## src/rtl/mem_arb_pkg.sv

```systemverilog
// Shared encodings for the memory port arbiter: FSM states, port IDs, latency limit.
// Latency: n/a (types and constants only).
// Backpressure: n/a.
package mem_arb_pkg;

  typedef enum logic [1:0] {
    IDLE  = 2'd0,
    ISSUE = 2'd1,
    WAIT  = 2'd2,
    RESP  = 2'd3
  } arb_state_e;

  typedef logic port_id_t;

  localparam port_id_t PORT_CORE   = 1'b0;
  localparam port_id_t PORT_LOADER = 1'b1;

  localparam int MAX_MEM_LAT = 4;

endpackage

```

## src/rtl/rr_arb2.sv

```systemverilog
// Two-way picker: fixed loader priority or alternate-on-contention round robin.
// Latency: purely combinational.
// Backpressure: none; the caller decides when the pick is consumed.
module rr_arb2
  import mem_arb_pkg::*;
(
  input  logic [1:0] req,
  input  port_id_t   last_winner,
  input  logic       prio_mode,
  output port_id_t   winner
);

  // Loader wins when it asks and either has priority, is alone, or the core won last.
  always_comb begin
    winner = PORT_CORE;
    if (req[PORT_LOADER] &&
        (prio_mode || !req[PORT_CORE] || (last_winner == PORT_CORE))) begin
      winner = PORT_LOADER;
    end
  end

endmodule

```

## src/rtl/mem_port_arbiter.sv

```systemverilog
// Shares one single-port memory between the core and the loader, one transaction at a time.
// Latency: req to rvalid is MEM_LAT+2 cycles for reads, 2 cycles for writes.
// Backpressure: a requester holds req until its one-cycle gnt; the loser simply waits.
module mem_port_arbiter
  import mem_arb_pkg::*;
#(
  parameter int ADDR_W      = 32,
  parameter int DATA_W      = 32,
  parameter int MEM_LAT     = 1,
  parameter int LOADER_PRIO = 0
) (
  input  logic              clk,
  input  logic              reset,
  input  logic              c_req,
  input  logic              c_we,
  input  logic [ADDR_W-1:0] c_addr,
  input  logic [DATA_W-1:0] c_wdata,
  output logic              c_gnt,
  output logic              c_rvalid,
  output logic [DATA_W-1:0] c_rdata,
  input  logic              l_req,
  input  logic              l_we,
  input  logic [ADDR_W-1:0] l_addr,
  input  logic [DATA_W-1:0] l_wdata,
  output logic              l_gnt,
  output logic              l_rvalid,
  output logic [DATA_W-1:0] l_rdata,
  output logic              m_en,
  output logic              m_we,
  output logic [ADDR_W-1:0] m_addr,
  output logic [DATA_W-1:0] m_wdata,
  input  logic [DATA_W-1:0] m_rdata,
  output logic              busy
);

  localparam int                CNT_W    = $clog2(MAX_MEM_LAT);
  localparam logic [CNT_W-1:0]  CNT_LAST = CNT_W'(MEM_LAT - 1);
  localparam logic              PRIO     = (LOADER_PRIO != 0);

  if ((MEM_LAT < 1) || (MEM_LAT > MAX_MEM_LAT)) begin : g_bad_lat
    $error("mem_port_arbiter: MEM_LAT must be within 1..4");
  end

  arb_state_e        state_q, state_d;
  logic [CNT_W-1:0]  cnt_q, cnt_d;
  port_id_t          last_winner_q, last_winner_d, winner;
  logic              we_q, we_d;
  logic [ADDR_W-1:0] m_addr_q, m_addr_d;
  logic [DATA_W-1:0] m_wdata_q, m_wdata_d;
  logic              m_en_q, m_en_d, m_we_q, m_we_d;
  logic              c_gnt_q, c_gnt_d, l_gnt_q, l_gnt_d;
  logic              c_rvalid_q, c_rvalid_d, l_rvalid_q, l_rvalid_d;
  logic [DATA_W-1:0] c_rdata_q, c_rdata_d, l_rdata_q, l_rdata_d;
  logic              busy_q, busy_d;
  logic              take, rd_ld;
  logic              win_we;
  logic [ADDR_W-1:0] win_addr;
  logic [DATA_W-1:0] win_wdata;

  rr_arb2 u_arb (
    .req         ({l_req, c_req}),
    .last_winner (last_winner_q),
    .prio_mode   (PRIO),
    .winner      (winner)
  );

  assign take      = (state_q == IDLE) && (c_req || l_req);
  assign rd_ld     = (state_q == WAIT) && (cnt_q == CNT_LAST);
  assign win_we    = (winner == PORT_LOADER) ? l_we    : c_we;
  assign win_addr  = (winner == PORT_LOADER) ? l_addr  : c_addr;
  assign win_wdata = (winner == PORT_LOADER) ? l_wdata : c_wdata;

  // State register; reset drops any in-flight transaction.
  always_ff @(posedge clk or negedge reset) begin
    if (!reset) state_q <= IDLE;
    else        state_q <= state_d;
  end

  // Next state and read-latency counter.
  always_comb begin
    state_d = state_q;
    cnt_d   = cnt_q;
    unique case (state_q)
      IDLE:  if (c_req || l_req) state_d = ISSUE;
      ISSUE: begin
        state_d = we_q ? RESP : WAIT;
        cnt_d   = '0;
      end
      WAIT: begin
        if (cnt_q == CNT_LAST) state_d = RESP;
        else                   cnt_d   = cnt_q + CNT_W'(1);
      end
      RESP:  state_d = IDLE;
      default: state_d = IDLE;
    endcase
  end

  // Output next values: decoded from the upcoming state so every output is a flop.
  always_comb begin
    last_winner_d = take ? winner    : last_winner_q;
    we_d          = take ? win_we    : we_q;
    m_addr_d      = take ? win_addr  : m_addr_q;
    m_wdata_d     = take ? win_wdata : m_wdata_q;
    m_en_d        = (state_d == ISSUE);
    m_we_d        = m_en_d && we_d;
    c_gnt_d       = m_en_d && (last_winner_d == PORT_CORE);
    l_gnt_d       = m_en_d && (last_winner_d == PORT_LOADER);
    c_rvalid_d    = (state_d == RESP) && (last_winner_d == PORT_CORE);
    l_rvalid_d    = (state_d == RESP) && (last_winner_d == PORT_LOADER);
    c_rdata_d     = (rd_ld && (last_winner_q == PORT_CORE))   ? m_rdata : c_rdata_q;
    l_rdata_d     = (rd_ld && (last_winner_q == PORT_LOADER)) ? m_rdata : l_rdata_q;
    busy_d        = (state_d != IDLE);
  end

  // Capture, counter and output registers.
  always_ff @(posedge clk or negedge reset) begin
    if (!reset) begin
      cnt_q         <= '0;
      last_winner_q <= PORT_LOADER;
      we_q          <= 1'b0;
      m_addr_q      <= '0;
      m_wdata_q     <= '0;
      m_en_q        <= 1'b0;
      m_we_q        <= 1'b0;
      c_gnt_q       <= 1'b0;
      l_gnt_q       <= 1'b0;
      c_rvalid_q    <= 1'b0;
      l_rvalid_q    <= 1'b0;
      c_rdata_q     <= '0;
      l_rdata_q     <= '0;
      busy_q        <= 1'b0;
    end else begin
      cnt_q         <= cnt_d;
      last_winner_q <= last_winner_d;
      we_q          <= we_d;
      m_addr_q      <= m_addr_d;
      m_wdata_q     <= m_wdata_d;
      m_en_q        <= m_en_d;
      m_we_q        <= m_we_d;
      c_gnt_q       <= c_gnt_d;
      l_gnt_q       <= l_gnt_d;
      c_rvalid_q    <= c_rvalid_d;
      l_rvalid_q    <= l_rvalid_d;
      c_rdata_q     <= c_rdata_d;
      l_rdata_q     <= l_rdata_d;
      busy_q        <= busy_d;
    end
  end

  assign c_gnt    = c_gnt_q;
  assign c_rvalid = c_rvalid_q;
  assign c_rdata  = c_rdata_q;
  assign l_gnt    = l_gnt_q;
  assign l_rvalid = l_rvalid_q;
  assign l_rdata  = l_rdata_q;
  assign m_en     = m_en_q;
  assign m_we     = m_we_q;
  assign m_addr   = m_addr_q;
  assign m_wdata  = m_wdata_q;
  assign busy     = busy_q;

endmodule

```

## config.mk

```make
export PLATFORM = sky130hd
export DESIGN_NAME = mem_port_arbiter
export DESIGN_NICKNAME = d
export VERILOG_FILES = /design/src/rtl/mem_arb_pkg.sv /design/src/rtl/rr_arb2.sv /design/src/rtl/mem_port_arbiter.sv
export SDC_FILE = /design/constraint.sdc
export NUM_CORES = 1
export LEC_CHECK = 0
export CAP_MARGIN = 5
export CORE_MARGIN = 5
export CORE_UTILIZATION = 40
export DETAILED_ROUTE_END_ITERATION = 8
export GPL_TIMING_DRIVEN = 0
export PLACE_DENSITY = 0.79
export SETUP_SLACK_MARGIN = 0.1
export SYNTH_ARGS = -nofsm -noshare
export SYNTH_HDL_FRONTEND = slang
export SYNTH_SLANG_ARGS = --single-unit
```

## constraint.sdc

```tcl
create_clock -name clk -period 3.8 [get_ports clk]
set_clock_uncertainty 0.15 [all_clocks]
set_input_delay 0.76 -clock clk [delete_from_list [all_inputs] [get_ports clk]]
set_output_delay 0.76 -clock clk [all_outputs]
set_load 0.005 [all_outputs]
```

**Signal wires by layer**

Scale: 3 px per um. Two of the layers only.
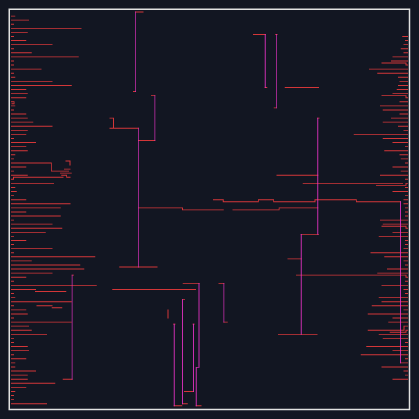
layer	colour	wire length
M4	magenta	429 um
M3	red	1500 um

**Routed clock nets over the placement**

Scale: 4 px per um.
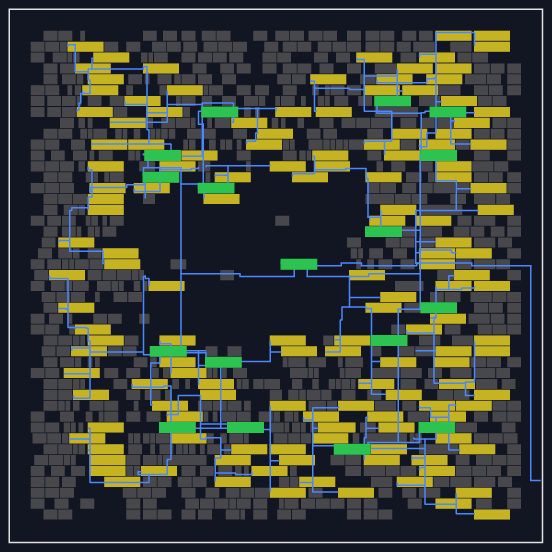
[clock wires] blue | length: 1760 um
[flip-flops] yellow | count: 141
[clock-net drivers] green | count: 17
routed clock nets	18

**Cells coloured by class**

Scale: 2 px per um. Fill, decap, tap and diode cells in grey.
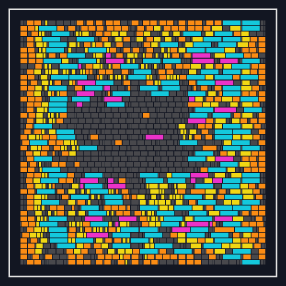
class	colour	cells	share of their area
remaining buffers and delay cells	orange	329	33%
clock drivers and dummy loads	magenta	32	6.5%
registers	cyan	141	36%
remaining logic cells	yellow	295	24%

**Supply network**

Scale: 3 px per um. Pins as bars on the die edge.
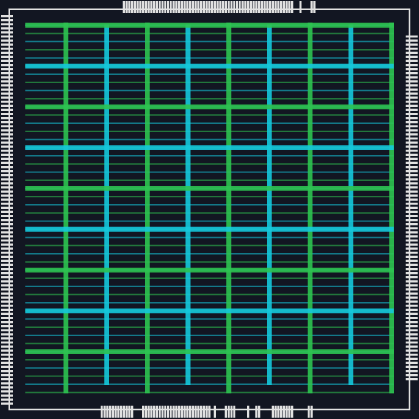
net	colour
VDD	cyan
VSS	green
met1 rails	46
met4 straps	9
rows	45

==> flow_metrics.py <==
# Flow results
metrics = {
    "setup_path": {
        "start_kind": "primary input",
        "crit_slowest_cell": "clkdlybuf4s50_1",
        "cp_max_fo": 10,
        "critical_path.max_stage_delay_ns": 0.50,
        "cpMostUsedCell": "o21ai_0",
        "crit_arrival_ns": 2.44,
        "crit_chain": "clkdlybuf4s50_1 -> o21ai_0 -> buf_2 -> clkbuf_1 -> o21ai_0",
        "path_class": "primary input to flop",
        "cp_top_family": "buffers and inverters",
        "critPathBufInv": 3,
        "endpoint_kind": "flop",
        "cp.required_ns": 3.92,
    },
    "yosys": {
        "ys_cells": 464,
        "syn-cell-area_um2": 6045,
        "ys_seq_share": 0.5839,
        "synth_nets": 635,
        "synthArstFlopShare": 1.000,
        "ff_type": "dfrtp_1",
        "synth_cells": 464,
        "edf_count": 0,
        "ys_warn_count": 0,
        "yosysChipArea_um2": 6045,
        "synth.avg_cell_area_um2": 13.03,
        "yosysUniqueCellTypes": 33,
        "ys_seq_elements": 141,
    },
    "pwr": {
        "p_per_area_nw_per_um2": 799.2,
        "p_leak_nw": 4.428,
        "irDropWorstVdd_mv": 0.3332,
    },
    "routing": {
        "postRouteAntennaNets": 0,
        "wire_per_inst_um": 18.58,
        "wirelength_um": 18310,
        "drcViolationCount": 0,
        "dr.pass1.iters": 4,
        "via_count": 4856,
        "drt-initial-drc-count": 149,
        "via_per_inst": 4.930,
    },
    "clocking": {
        "cts-buffers-inserted": 17,
        "cts_resized": 0,
        "htreeDepth": 4,
        "cts_sinks": 141,
        "cts.clk_slew.worst_paths_ns": 0.06,
        "root_buffer": "clkbuf_16",
        "insertion_delay_ns": 0.41,
        "hold_buffers": 0,
        "clk_path_buf_depth": 2,
        "cts_tree": "built",
        "cts_setup_buffers": 0,
    },
    "timing": {
        "finalClockPeriodUsage": 0.6128,
        "finalCriticalPeriod_ns": 2.329,
        "slew_headroom": 0.6859,
        "holdWs_ns": 0.1235,
        "hold_viol_final": 0,
        "finalSetupViolCount": 0,
        "rsz0062_at_grt": "false",
        "slew_violations": 0,
        "clock.fmax_mhz": 429.5,
        "worst_slew_pin_slew_ns": 0.4712,
    },
    "place": {
        "placed_area_um2": 9311,
        "dp.cells": 953,
        "gp_congestion": 0.8305,
        "hpwl_um": 14230,
        "port-buffer-count": 300,
    },
    "finish": {
        "diodes": 0,
        "comb_area_um2": 2273,
        "nets": 955,
        "area_delta_synth_final_pct": 64.44,
        "fin_cells": 985,
        "drive_gt1_frac": 0.1481,
        "seqCellArea_um2": 3530,
        "finalInstanceArea_um2": 9940,
        "fillCellCount": 1071,
    },
    "die": {
        "rows": 45,
        "core-area_um2": 15030,
        "die_h_um": 132.9,
        "fp.dieW_um": 132.9,
        "die-area_um2": 17670,
        "fp_util": 0.4021,
        "num_io_pins": 301,
    },
    "run": {
        "drv_cap": 0,
        "tool_warnings": 29,
    },
    "global_route": {
        "grt_max_degree": 93,
        "grt_util_met3": 0.07452,
        "antenna_found_initial": 0,
        "grtUsageMet1": 0.2449,
        "grtUsageMet2": 0.3473,
        "top_usage_layer": "met2",
        "track_usage": 0.2074,
        "grt_pass1_vias": 5326,
        "grt-ovfl-total": 0,
        "grt_pass1_wl_um": 28640,
    },
    "status": {
        "status": "finished, final reports clean",
    },
    "worst_hold_path": {
        "hp-class": "primary input to asynchronous set/reset pin",
    },
}
-- metal layers --
metal / up-vias / share of wire
li1: 2259 / -
met1: 2329 / 0.40
met2: 235 / 0.50
met3: 33 / 0.082
met4: 0 / 0.023
met5: - / 0
-- kinds of logic (layout without fill, tap and decap cells) --
| family | after synthesis | in the layout | share of synthesized area |
|---|---|---|---|
| flip-flops | 141 | 141 | 0.5839 |
| multiplexers | 128 | 128 | 0.2438 |
| AND/OR/NAND/NOR | 79 | 79 | 0.05403 |
| AND-OR/OR-AND | 76 | 76 | 0.06789 |
| buffers and inverters | 35 | 368 | 0.03995 |
| adder cells (fa/ha/maj) | 5 | 5 | 0.01035 |
-- synthesized netlist by cell type (all sizes together), types with 2 or more instances --
| cell | count | area (um^2) |
|---|---|---|
| dfrtp | 140 | 3503 |
| o21ai | 68 | 340.3 |
| nand2 | 66 | 247.7 |
| mux2 | 64 | 833.3 |
| mux2i | 64 | 640.6 |
| buf | 20 | 185.2 |
| clkbuf | 8 | 30.03 |
| inv | 7 | 26.28 |
| ha | 5 | 62.56 |
| a22oi | 2 | 15.01 |
| nor2 | 2 | 7.510 |
| nor3 | 2 | 10.01 |
| nor3b | 2 | 15.01 |
-- final cells by class --
| class | count | area share |
|---|---|---|
| buffer | 28 | 0.02165 |
| multi-input combinational | 288 | 0.2287 |
| inverter | 7 | 0.002644 |
| tap | 188 | 0.02367 |
| clock buffer | 19 | 0.04456 |
| sequential | 141 | 0.3551 |
| timing repair buffer | 301 | 0.3050 |
| clock inverter | 13 | 0.01863 |
-- registers in the layout, indices dropped and copies added, names as in the netlist, 2 cells and up --
register,flops
c_rdata,32
l_rdata,32
m_addr,32
cnt_q,2
state_q,2
m_wdata,32
-- path summary, 6_finish.rpt --
check	to	cells past startpoint	startpoint	slack (ns)
worst max-delay path	m_addr[27]	5	c_req	1.47
worst max register to register	m_addr[27]	6	state_q[0]	1.77
min in group clk	m_addr[17]	2	m_addr[17]	0.33
max in group asynchronous	m_addr[11]	2	reset	2.55
worst min register to register	m_addr[17]	2	m_addr[17]	0.33
worst min-delay path	c_rdata[19]	1	reset	0.12
-- where the power goes --
part	switching [mW]	leakage, nW	internal (mW)
logic	1.31	2.42	2.20
registers	0.424	1.70	2.25
clock network	0.640	0.304	1.12
-- cell usage in the layout (no fill, tap or decap), drive strengths merged, types with 4 or more instances in the layout --
cell type	instances
clkbuf	27
ha	5
mux2i	64
inv	10
clkinv	4
clkdlybuf4s50	299
nand2	66
mux2	64
dfrtp	140
buf	22
o21ai	68
bufinv	4
-- through the flow --
step	total power [mW]	util	setup TNS [ns]	setup slack, ns
CTS	8.017	0.6612	0	1.459
finish	7.944	0.6612	0	1.471
global placement	6.098	0.6175	-485.89	-3.474
global route	8.412	0.6612	0	1.361
detailed placement	6.218	0.6194	0	1.062
floorplan	4.131	-	0	1.989
Power figures rest on the tool's default switching activity, not on a simulated workload.
